## src/rtl/multicycle_ctrl_pkg.sv

```systemverilog
// Shared encodings for the multicycle controller: FSM states, instruction
// classes, PC mux selects and the default watchdog limit.
package mc_pkg;

  typedef enum logic [2:0] {
    FETCH  = 3'd0,
    DECODE = 3'd1,
    EXEC   = 3'd2,
    MEM    = 3'd3,
    WB     = 3'd4,
    MDWAIT = 3'd5,
    EXC    = 3'd6
  } state_t;

  localparam logic [2:0] CLS_ALU    = 3'd0;
  localparam logic [2:0] CLS_LOAD   = 3'd1;
  localparam logic [2:0] CLS_STORE  = 3'd2;
  localparam logic [2:0] CLS_BRANCH = 3'd3;
  localparam logic [2:0] CLS_JUMP   = 3'd4;
  localparam logic [2:0] CLS_MULDIV = 3'd5;

  localparam logic [1:0] PC_SEQ    = 2'd0;
  localparam logic [1:0] PC_BRANCH = 2'd1;
  localparam logic [1:0] PC_JUMP   = 2'd2;
  localparam logic [1:0] PC_EXC    = 2'd3;

  localparam int WDOG_LIMIT_DEFAULT = 63;

endpackage

```

## src/rtl/multicycle_ctrl_wait_timer.sv

```systemverilog
// Watchdog for the controller's wait states: counts stalled cycles and flags
// when the count has reached LIMIT.
module wait_timer
  import mc_pkg::*;
#(
  parameter int LIMIT = WDOG_LIMIT_DEFAULT
) (
  input  logic clk,
  input  logic rst,
  input  logic clr,
  input  logic inc,
  output logic expired
);

  logic [5:0] count;

  // Saturates at LIMIT; the controller leaves the wait state on expiry anyway.
  always_ff @(posedge clk or posedge rst) begin
    if (rst) begin
      count <= '0;
    end else if (clr) begin
      count <= '0;
    end else if (inc && !expired) begin
      count <= count + 6'd1;
    end
  end

  assign expired = (count == 6'(LIMIT));

endmodule

```

## src/rtl/multicycle_ctrl.sv

```systemverilog
// Multicycle CPU control unit: sequences fetch/decode/execute/memory/writeback
// and drives datapath enables combinationally from the current state.
module multicycle_ctrl
  import mc_pkg::*;
#(
  parameter int WDOG_LIMIT = WDOG_LIMIT_DEFAULT
) (
  input  logic       clk,
  input  logic       rst,
  input  logic       run,
  input  logic [2:0] instr_class,
  input  logic       branch_taken,
  input  logic       mem_ready,
  input  logic       md_done,
  output logic       pc_ena,
  output logic       ir_ena,
  output logic       a_ena,
  output logic       b_ena,
  output logic       alu_ena,
  output logic       mdr_ena,
  output logic       rf_we,
  output logic       mem_req,
  output logic       mem_we,
  output logic       md_start,
  output logic       exc,
  output logic [1:0] pc_src,
  output logic [2:0] state
);

  state_t cur_state;
  state_t next_state;
  logic   waiting;
  logic   ready;
  logic   expired;
  logic   timer_clr;
  logic   timer_inc;

  always_ff @(posedge clk or posedge rst) begin
    if (rst) begin
      cur_state <= FETCH;
    end else begin
      cur_state <= next_state;
    end
  end

  // Ready/done is checked before the watchdog so a late acknowledge still wins.
  always_comb begin
    next_state = cur_state;
    waiting    = 1'b0;
    ready      = 1'b0;
    case (cur_state)
      FETCH: begin
        if (run) begin
          waiting = 1'b1;
          ready   = mem_ready;
          if (mem_ready) begin
            next_state = DECODE;
          end else if (expired) begin
            next_state = EXC;
          end
        end
      end
      DECODE: next_state = (instr_class[2:1] == 2'b11) ? EXC : EXEC;
      EXEC: begin
        case (instr_class)
          CLS_ALU:              next_state = WB;
          CLS_LOAD, CLS_STORE:  next_state = MEM;
          CLS_MULDIV:           next_state = MDWAIT;
          default:              next_state = FETCH;
        endcase
      end
      MEM: begin
        waiting = 1'b1;
        ready   = mem_ready;
        if (mem_ready) begin
          next_state = (instr_class == CLS_LOAD) ? WB : FETCH;
        end else if (expired) begin
          next_state = EXC;
        end
      end
      MDWAIT: begin
        waiting = 1'b1;
        ready   = md_done;
        if (md_done) begin
          next_state = WB;
        end else if (expired) begin
          next_state = EXC;
        end
      end
      WB:      next_state = FETCH;
      EXC:     next_state = FETCH;
      default: next_state = FETCH;
    endcase
  end

  assign timer_clr = (next_state != cur_state) || (cur_state == FETCH && !run);
  assign timer_inc = waiting && !ready;

  wait_timer #(
    .LIMIT(WDOG_LIMIT)
  ) u_wait_timer (
    .clk    (clk),
    .rst    (rst),
    .clr    (timer_clr),
    .inc    (timer_inc),
    .expired(expired)
  );

  // Outputs are forced low while reset is held, even though the state is FETCH.
  always_comb begin
    pc_ena   = 1'b0;
    ir_ena   = 1'b0;
    a_ena    = 1'b0;
    b_ena    = 1'b0;
    alu_ena  = 1'b0;
    mdr_ena  = 1'b0;
    rf_we    = 1'b0;
    mem_req  = 1'b0;
    mem_we   = 1'b0;
    md_start = 1'b0;
    exc      = 1'b0;
    pc_src   = PC_SEQ;
    if (!rst) begin
      case (cur_state)
        FETCH: begin
          if (run) begin
            mem_req = 1'b1;
            if (mem_ready) begin
              ir_ena = 1'b1;
              pc_ena = 1'b1;
            end
          end
        end
        DECODE: begin
          a_ena = 1'b1;
          b_ena = 1'b1;
        end
        EXEC: begin
          case (instr_class)
            CLS_ALU, CLS_LOAD, CLS_STORE: alu_ena = 1'b1;
            CLS_BRANCH: begin
              pc_ena = branch_taken;
              pc_src = PC_BRANCH;
            end
            CLS_JUMP: begin
              pc_ena = 1'b1;
              pc_src = PC_JUMP;
            end
            CLS_MULDIV: md_start = 1'b1;
            default: ;
          endcase
        end
        MEM: begin
          mem_req = 1'b1;
          mem_we  = (instr_class == CLS_STORE);
          mdr_ena = mem_ready && (instr_class == CLS_LOAD);
        end
        WB: rf_we = 1'b1;
        EXC: begin
          exc    = 1'b1;
          pc_ena = 1'b1;
          pc_src = PC_EXC;
        end
        default: ;
      endcase
    end
  end

  assign state = cur_state;

endmodule

```

## config.mk

```make
export PLATFORM = sky130hd
export DESIGN_NAME = multicycle_ctrl
export DESIGN_NICKNAME = d
export VERILOG_FILES = /design/src/rtl/multicycle_ctrl_pkg.sv /design/src/rtl/multicycle_ctrl_wait_timer.sv /design/src/rtl/multicycle_ctrl.sv
export SDC_FILE = /design/constraint.sdc
export NUM_CORES = 1
export LEC_CHECK = 0
export CORE_UTILIZATION = 45
export CTS_BUF_LIST = sky130_fd_sc_hd__clkbuf_4
export CTS_CLUSTER_SIZE = 10
export DETAILED_ROUTE_END_ITERATION = 10
export GPL_TIMING_DRIVEN = 0
export PLACE_DENSITY = 0.8
export SLEW_MARGIN = 20
export SYNTH_ARGS = -nofsm -noshare
export SYNTH_HDL_FRONTEND = slang
export SYNTH_SLANG_ARGS = --single-unit
```

## constraint.sdc

```tcl
create_clock -name clk -period 2.55 [get_ports clk]
set_input_delay 0.255 -clock clk [delete_from_list [all_inputs] [get_ports clk]]
set_output_delay 0.255 -clock clk [all_outputs]
set_load 0.05 [all_outputs]
```

==> impl_metrics.ini <==
; yosys + openroad results
[timing]
timing.fmax_ghz = 0.405
fin_setup_tns_ps = 0
setup_violations = 0
clock_skew_ps = 2.32
fin_ws_ps = 83.7
grt_setup_unrepaired = false
finalCriticalPeriod_ps = 2470
hold_viol = 0
timing.final.crit_share_pct = 96.7
whs_ps = 346
max_slew_margin_pct = 49.6
tightestPinTransition_ps = 755
slew_violations = 0

[route]
post_drt_via_cell_ratio = 6.11
vias = 874
first_pass_iters = 4
antenna_left = 0
drt_wl_total_mm = 2.17
drc = 0
drtIter0Drc = 23
wl_per_cell_um = 15.2

[pwr]
leakagePower_nw = 0.521
power.total_mw = 0.875
vdd_drop_max_v = 0.000602
powerDensity_nw_per_um2 = 812

[yosys]
mux_share_pct = 0
ys_sh_simple_pct = 39.1
adder_share_pct = 1.59
yosysTopAreaCell = dfrtp_1
ys_ff = 9
top_area_share_pct = 28.6
synth.logic.top_family = simple AND/OR/NAND/NOR gates
fp_nets = 111
ys_cells = 101
synthXorXnorAreaFrac_pct = 5.56
syn_avg_cell_area_sq_um = 7.79
yosys_warnings = 0
syn_area_sq_um = 787
ys_chip_area_sq_um = 787
async_reset_ff_share_pct = 100
ys_sh_aoi_pct = 20.7
synth.distinct_cells = 33
syn_inst = 101
ys.flop_type = dfrtp_1
ys_seq_share_pct = 28.6
topCellsByArea = dfrtp_1 29%, nor3_1 7.6%, nand2_1 6.2%, nor2_1 4.3%, xnor2_1 3.3%
edf_count = 0

[floorplanning]
dieArea_sq_um = 1920
row_count = 14
initCoreUtil_pct = 49.9
chipWidth_um = 43.8
core_area_sq_um = 1580
fp.dieH_um = 43.8
ioPinCount = 25
taps = 16

[critical_path]
start_kind = flip-flop
path_max_fanout = 10
criticalPathCategory = flip-flop to primary output
ff2ff_path_depth = 5
critical_path_arrival_ps = 2210
worstPathRequired_ps = 2300
end_kind = primary output

[job]
cap_violations = 0
warnings = 26

[layout]
drive_above_1_share_pct = 13.4
nNonClkBuffers = 28
final_cell_mix = 13 x nand2_1, 10 x nor3_1, 9 x nor2_1, 9 x clkdlybuf4s50_1, 9 x dfrtp_1
flops = 9
logic_gate_count = 84
inverters = 2
fill_cells = 138
diodes = 0
nonClkBufAreaFrac_pct = 23.4
clock_buffers = 4
area_growth_pct = 37.0
largest_cell_class = combinational gates
fin_nets = 138
comb_area_sq_um = 543
clk_share_pct = 2.78
design_area_sq_um = 1080

[place]
place_inst = 139
dpl.hpwl_mm = 1.60
io_buffers = 22
pre_cts_ws_ps = -56.8
placed_area_sq_um = 1040
globalplace.congestion = 0.896

[grt]
grt_pass1_wl_mm = 3.46
grt_pass1_vias = 820
grt_usage_pct = 24.5
antenna_found_initial = 0
overflow = 0
grt_start_max_net_pins = 11

[clocking]
clk_path_buf_depth = 2
cts_root_buf = clkbuf_4
cts_hold_buffers = 0
cts_tree = done
cts.sinks = 9
clk_pin_slew_ps = 60
clk_latency_ps = 270
cts_setup_buffers = 0
ctsHtreeMaxLevel = 1
numCtsBuffers = 3

[hold_path]
hold_class = input pin to async pin

[outcome]
status = finished, final reports clean
==> routing by layer <==
metal	vias to the layer above	global-route usage [%]	part of all wire, %
met3	7	6.67	5.1
met4	0	10.0	1.2
li1	427	-	-
met2	34	38.2	49
met1	406	31.9	45
met5	-	0	0
==> path summary, 6_finish.rpt <==
kind                                       start  slack [ps]                     to
max                                     state[0]          80                 pc_ena
min                                          rst         350  u_wait_timer.count[4]
max reg2reg                             state[1]         430  u_wait_timer.count[5]
min reg2reg                u_wait_timer.count[0]         480  u_wait_timer.count[0]
max in group asynchronous                    rst        1930  u_wait_timer.count[3]
min in group clk           u_wait_timer.count[0]         480  u_wait_timer.count[0]
==> registers in the layout, indices dropped and copies added, names as in the netlist <==
name / cells
state: 3
u_wait_timer.count: 6
==> power breakdown <==
part           total, mW  switching, mW  internal, mW
registers          0.210         0.0411         0.169
clock network      0.126         0.0544        0.0712
logic              0.540          0.354         0.186
total              0.875          0.449         0.426
==> worst max-delay path, stage by stage, from the launching register on <==
cell and delay [ps]:
dfrtp_1 460, clkbuf_1 260, or2_2 400, nor3_2 150, or2_2 140, dlygate4sd2_1 530
==> cell usage after synthesis (2+ instances only) <==
master and n:
nand2b_1 3, nor2_1 9, clkbuf_1 4, or3b_1 2, xor2_1 2, nand2_1 13
nor3_1 12, nor2b_1 4, a21oi_1 5, inv_1 2, dfrtp_1 9, nand3b_1 2
nor3b_1 2, o21ai_0 2, or2_2 2, o22ai_1 3, a221oi_1 2, a211oi_1 3
xnor2_1 3, nand3_1 4
==> what timing repair did <==
item                                    in CTS  in global routing
cloned                                       0                  0
endpoints found under the setup margin       8                  6
resized                                      8                  8
**Pin map**

Drawn at 12 px/um. Pins as bars across the die edge, other pins in gray.
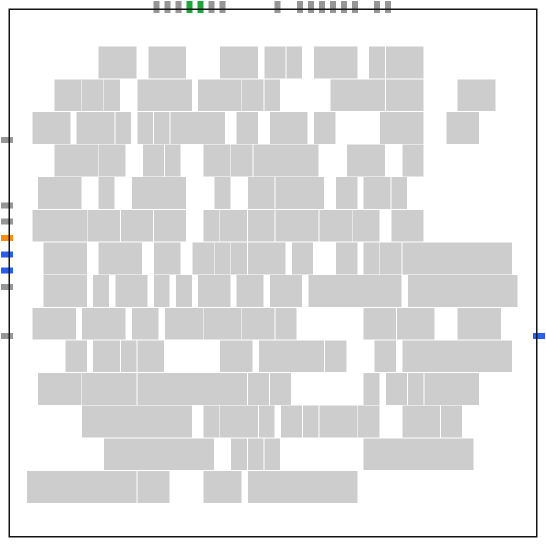
port	color	pins	direction	edge
pc_src	green	2	output	north
mem_ready	orange	1	input	west
state	blue	3	output	2 west, 1 east

**Gate families picked out**

Drawn at 6 px/um.
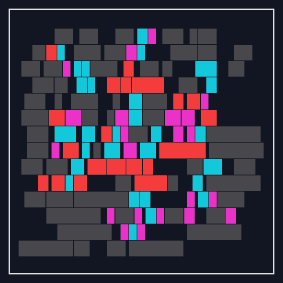
family	color	cells
NOR gates	cyan	28
NAND gates	magenta	22
inverting AOI/OAI gates	red	20
logic share of the area: 50.3%
most used logic cell in the final layout: nand2_1
post-route insts no fill: 143

**Register map, names as in the netlist**

Drawn at 6 px/um.
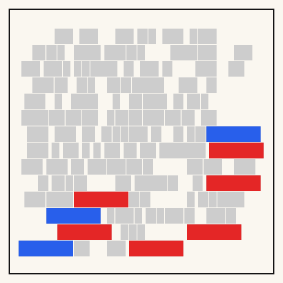
netlist name	color	placed flops
u_wait_timer.count	red	6
state	blue	3
P_seq: 0.210 mW
flop share of the area: 20.9%
Flop area: 225 sq um
Util after Layout: 68.4%

Power is estimated from default activity; no workload was simulated.
